[config.mk]
export PLATFORM = sky130hd
export DESIGN_NAME = time_set_controller
export DESIGN_NICKNAME = d
export VERILOG_FILES = /design/src/rtl/time_set_controller.sv
export SDC_FILE = /design/constraint.sdc
export NUM_CORES = 1
export LEC_CHECK = 0
export CORE_ASPECT_RATIO = 0.8
export CORE_UTILIZATION = 50
export DETAILED_ROUTE_END_ITERATION = 10
export PLACE_DENSITY = 0.79
export SLEW_MARGIN = 15
export SYNTH_ARGS = -nofsm -noshare
export SYNTH_HDL_FRONTEND = slang
export SYNTH_SLANG_ARGS = --single-unit
[constraint.sdc]
create_clock -name i_Clk -period 1.5 [get_ports i_Clk]
set_input_delay 0.3 -clock i_Clk [delete_from_list [all_inputs] [get_ports i_Clk]]
set_output_delay 0.3 -clock i_Clk [all_outputs]
set_load 0.02 [all_outputs]
[src/rtl/time_set_controller.sv]
// Set-mode sequencer: edits hour/minute/day in a shadow copy of the live time, then loads it with a one-cycle strobe.
// Optional auto-repeat of held Inc/Dec is enabled by defining TIMESET_AUTOREPEAT_EN.
module time_set_controller #(
   parameter int TIMEOUT    = 1024,
   parameter int REPEAT_DLY = 256,
   parameter int REPEAT_PER = 64
) (
   input  logic        i_Clk,
   input  logic        i_Clr,
   input  logic        i_Mode,
   input  logic        i_Inc,
   input  logic        i_Dec,
   input  logic [14:0] i_CTO,
   output logic [14:0] o_CTI,
   output logic        o_LD_CT,
   output logic        o_EN_CT,
   output logic [1:0]  o_Sel
);

   localparam int TO_W = $clog2(TIMEOUT + 1);

   typedef enum logic [2:0] {
      ST_RUN,
      ST_SET_HOUR,
      ST_SET_MIN,
      ST_SET_DAY,
      ST_COMMIT
   } t_state;

   t_state            r_state;
   t_state            w_state_nxt;
   logic [14:0]       r_edit;
   logic [14:0]       w_edit_nxt;
   logic [14:0]       r_cti;
   logic [14:0]       w_cti_nxt;
   logic [TO_W-1:0]   r_to;
   logic [TO_W-1:0]   w_to_nxt;
   logic              r_mode_q;
   logic              r_inc_q;
   logic              r_dec_q;
   logic              w_mode_p;
   logic              w_inc_p;
   logic              w_dec_p;
   logic              w_rpt_inc;
   logic              w_rpt_dec;
   logic              w_up;
   logic              w_dn;
   logic              w_step;
   logic              w_activity;

   // Out-of-range captured values wrap the same way as the top of range.
   function automatic logic [4:0] f_hour(input logic [4:0] h, input logic up);
      logic [4:0] r;
      if (up) r = (h >= 5'd23) ? 5'd0 : h + 5'd1;
      else    r = (h == 5'd0) ? 5'd23 : h - 5'd1;
      return r;
   endfunction

   function automatic logic [6:0] f_min(input logic [6:0] m, input logic up);
      logic [2:0] t;
      logic [3:0] u;
      t = m[6:4];
      u = m[3:0];
      if (up) begin
         if (u >= 4'd9) begin
            u = 4'd0;
            t = (t >= 3'd5) ? 3'd0 : t + 3'd1;
         end else begin
            u = u + 4'd1;
         end
      end else begin
         if (u == 4'd0) begin
            u = 4'd9;
            t = (t == 3'd0) ? 3'd5 : t - 3'd1;
         end else begin
            u = u - 4'd1;
         end
      end
      return {t, u};
   endfunction

   function automatic logic [2:0] f_day(input logic [2:0] d, input logic up);
      logic [2:0] r;
      if (up) r = (d >= 3'd6) ? 3'd0 : d + 3'd1;
      else    r = (d == 3'd0) ? 3'd6 : d - 3'd1;
      return r;
   endfunction

   assign w_mode_p = i_Mode & ~r_mode_q;
   assign w_inc_p  = i_Inc & ~r_inc_q;
   assign w_dec_p  = i_Dec & ~r_dec_q;

`ifdef TIMESET_AUTOREPEAT_EN
   localparam int RPT_W = $clog2(((REPEAT_DLY > REPEAT_PER) ? REPEAT_DLY : REPEAT_PER) + 1);

   logic [RPT_W-1:0] r_rpt_cnt;
   logic             r_rpt_run;
   logic [RPT_W-1:0] w_rpt_lim;
   logic             w_hold_inc;
   logic             w_hold_dec;
   logic             w_rpt_hit;

   // Holding both buttons counts as neither being held.
   assign w_hold_inc = i_Inc & r_inc_q & ~i_Dec;
   assign w_hold_dec = i_Dec & r_dec_q & ~i_Inc;
   assign w_rpt_lim  = r_rpt_run ? RPT_W'(REPEAT_PER) : RPT_W'(REPEAT_DLY);
   assign w_rpt_hit  = (w_hold_inc | w_hold_dec) && (r_rpt_cnt == w_rpt_lim);
   assign w_rpt_inc  = w_rpt_hit & w_hold_inc;
   assign w_rpt_dec  = w_rpt_hit & w_hold_dec;

   always_ff @(posedge i_Clk or posedge i_Clr) begin
      if (i_Clr) begin
         r_rpt_cnt <= '0;
         r_rpt_run <= 1'b0;
      end else if (w_inc_p | w_dec_p) begin
         r_rpt_cnt <= RPT_W'(1);
         r_rpt_run <= 1'b0;
      end else if (w_hold_inc | w_hold_dec) begin
         if (w_rpt_hit) begin
            r_rpt_cnt <= RPT_W'(1);
            r_rpt_run <= 1'b1;
         end else begin
            r_rpt_cnt <= r_rpt_cnt + 1'b1;
         end
      end else begin
         r_rpt_cnt <= '0;
         r_rpt_run <= 1'b0;
      end
   end
`else
   assign w_rpt_inc = 1'b0;
   assign w_rpt_dec = 1'b0;
`endif

   assign w_up       = w_inc_p | w_rpt_inc;
   assign w_dn       = w_dec_p | w_rpt_dec;
   assign w_step     = w_up ^ w_dn;
   assign w_activity = w_mode_p | w_inc_p | w_dec_p | w_rpt_inc | w_rpt_dec;

   always_ff @(posedge i_Clk or posedge i_Clr) begin
      if (i_Clr) begin
         r_state  <= ST_RUN;
         r_edit   <= '0;
         r_cti    <= '0;
         r_to     <= '0;
         r_mode_q <= 1'b0;
         r_inc_q  <= 1'b0;
         r_dec_q  <= 1'b0;
      end else begin
         r_state  <= w_state_nxt;
         r_edit   <= w_edit_nxt;
         r_cti    <= w_cti_nxt;
         r_to     <= w_to_nxt;
         r_mode_q <= i_Mode;
         r_inc_q  <= i_Inc;
         r_dec_q  <= i_Dec;
      end
   end

   always_comb begin
      w_state_nxt = r_state;
      w_edit_nxt  = r_edit;
      w_cti_nxt   = r_cti;
      w_to_nxt    = r_to;
      case (r_state)
         ST_RUN: begin
            w_to_nxt = '0;
            if (w_mode_p) begin
               w_state_nxt = ST_SET_HOUR;
               w_edit_nxt  = i_CTO;
            end
         end
         ST_SET_HOUR, ST_SET_MIN, ST_SET_DAY: begin
            if (w_activity) w_to_nxt = '0;
            else            w_to_nxt = r_to + 1'b1;
            // Mode outranks both a pending step and timeout expiry.
            if (w_mode_p) begin
               case (r_state)
                  ST_SET_HOUR: w_state_nxt = ST_SET_MIN;
                  ST_SET_MIN:  w_state_nxt = ST_SET_DAY;
                  default: begin
                     w_state_nxt = ST_COMMIT;
                     w_cti_nxt   = r_edit;
                  end
               endcase
            end else if (!w_activity && (r_to == TO_W'(TIMEOUT - 1))) begin
               w_state_nxt = ST_RUN;
               w_to_nxt    = '0;
            end else if (w_step) begin
               case (r_state)
                  ST_SET_HOUR: w_edit_nxt[11:7]  = f_hour(r_edit[11:7], w_up);
                  ST_SET_MIN:  w_edit_nxt[6:0]   = f_min(r_edit[6:0], w_up);
                  default:     w_edit_nxt[14:12] = f_day(r_edit[14:12], w_up);
               endcase
            end
         end
         ST_COMMIT: begin
            w_state_nxt = ST_RUN;
            w_to_nxt    = '0;
         end
         default: begin
            w_state_nxt = ST_RUN;
            w_to_nxt    = '0;
         end
      endcase
   end

   always_comb begin
      o_Sel   = 2'd0;
      o_EN_CT = 1'b0;
      o_LD_CT = 1'b0;
      case (r_state)
         ST_RUN:      o_EN_CT = 1'b1;
         ST_SET_HOUR: o_Sel   = 2'd1;
         ST_SET_MIN:  o_Sel   = 2'd2;
         ST_SET_DAY:  o_Sel   = 2'd3;
         ST_COMMIT:   o_LD_CT = 1'b1;
         default:     o_EN_CT = 1'b1;
      endcase
   end

   assign o_CTI = r_cti;

endmodule
Fig. 1: the metal 3 layer
(3 px per um)
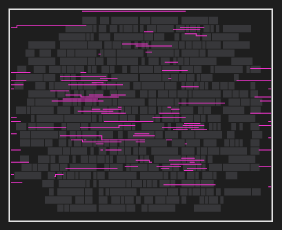
The layer carries 641 um of wire. The longest straight run is 34.3 um. 73 nets have wire on it. The layer holds 7.4% of the routed length.

Fig. 2: cell placement
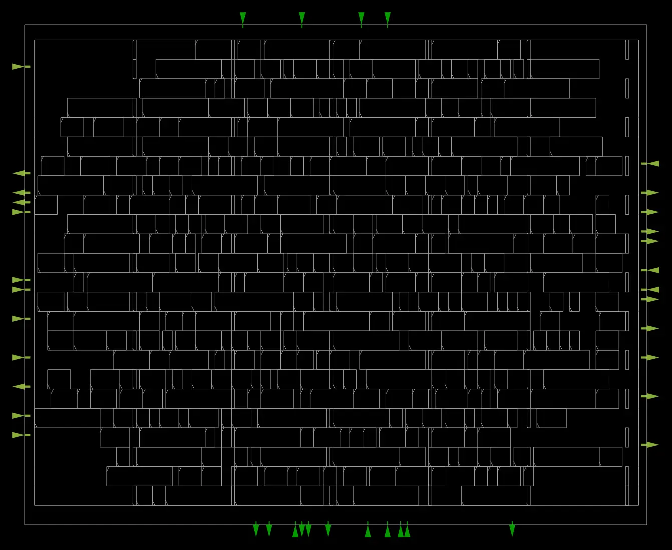
sequential share of cell area: 0.280
flip-flops: 47
utilization after layout: 0.763
CORE AREA: 5530 um2

==> changes_impl.md <==
### Implementation results

- Flops out of synthesis: 47
- Mapped Area: 2900 um2
- Switching Fraction: 0.404
- Worst Setup End Kind: flop
- Seq pwr: 1.91 mW
- Vias in the first global route: 2773
- Pin count of the biggest net entering global routing: 42
- # IOs: 39
- Worst Path Arrival: 1.99 ns
- Critical path class: flop to flop
- Tot Pwr: 5.68 mW
- Htree depth: 2
- Multi-input gates: 232
- DIE HEIGHT: approximately 70 um
- Logic area: roughly 1900 um2
- Maxcap violations: 0
- Log Warnings: 38
- Crit path cell chain: buf_6 > nor4_4 > buf_4 > a31oi_4 > or2_1 > o21ai_1
- Dominant combinational family: AND-OR/OR-AND gates
- P_clk: about 0.9 mW
- Yosys stat chip area: 2900 um2
- Clock buf count: 6
- WL final: 8730 um
- Post-DP HPWL: 5100 um
- Worst skew pair latency: about 0.31 ns
- Status: complete, but fails checks
- Setup WS post-layout: -0.254 ns
- Finished Layout Cells: a little under 500
- Most frequent cells in the layout: 52 x buf_4, 43 x dfrtp_1, 26 x nor2_1
- Internal power: approximately 3.4 mW
- Violated checks: setup timing
- Clk sinks: 47
- Yosys warning tally: 0
- Buffers on Ports: 38
- Crit path to: r_edit[4]$_DFFE_PP0P_
- Placer Congestion: 0.866
- Combinational share of cell area: 0.439
- Fmax: 0.570 GHz
- # setup viols final: 24
- Logic inverters: 14
- M2 GR Usage: 0.450
Power figures rest on the tool's default switching activity, not on a simulated workload.
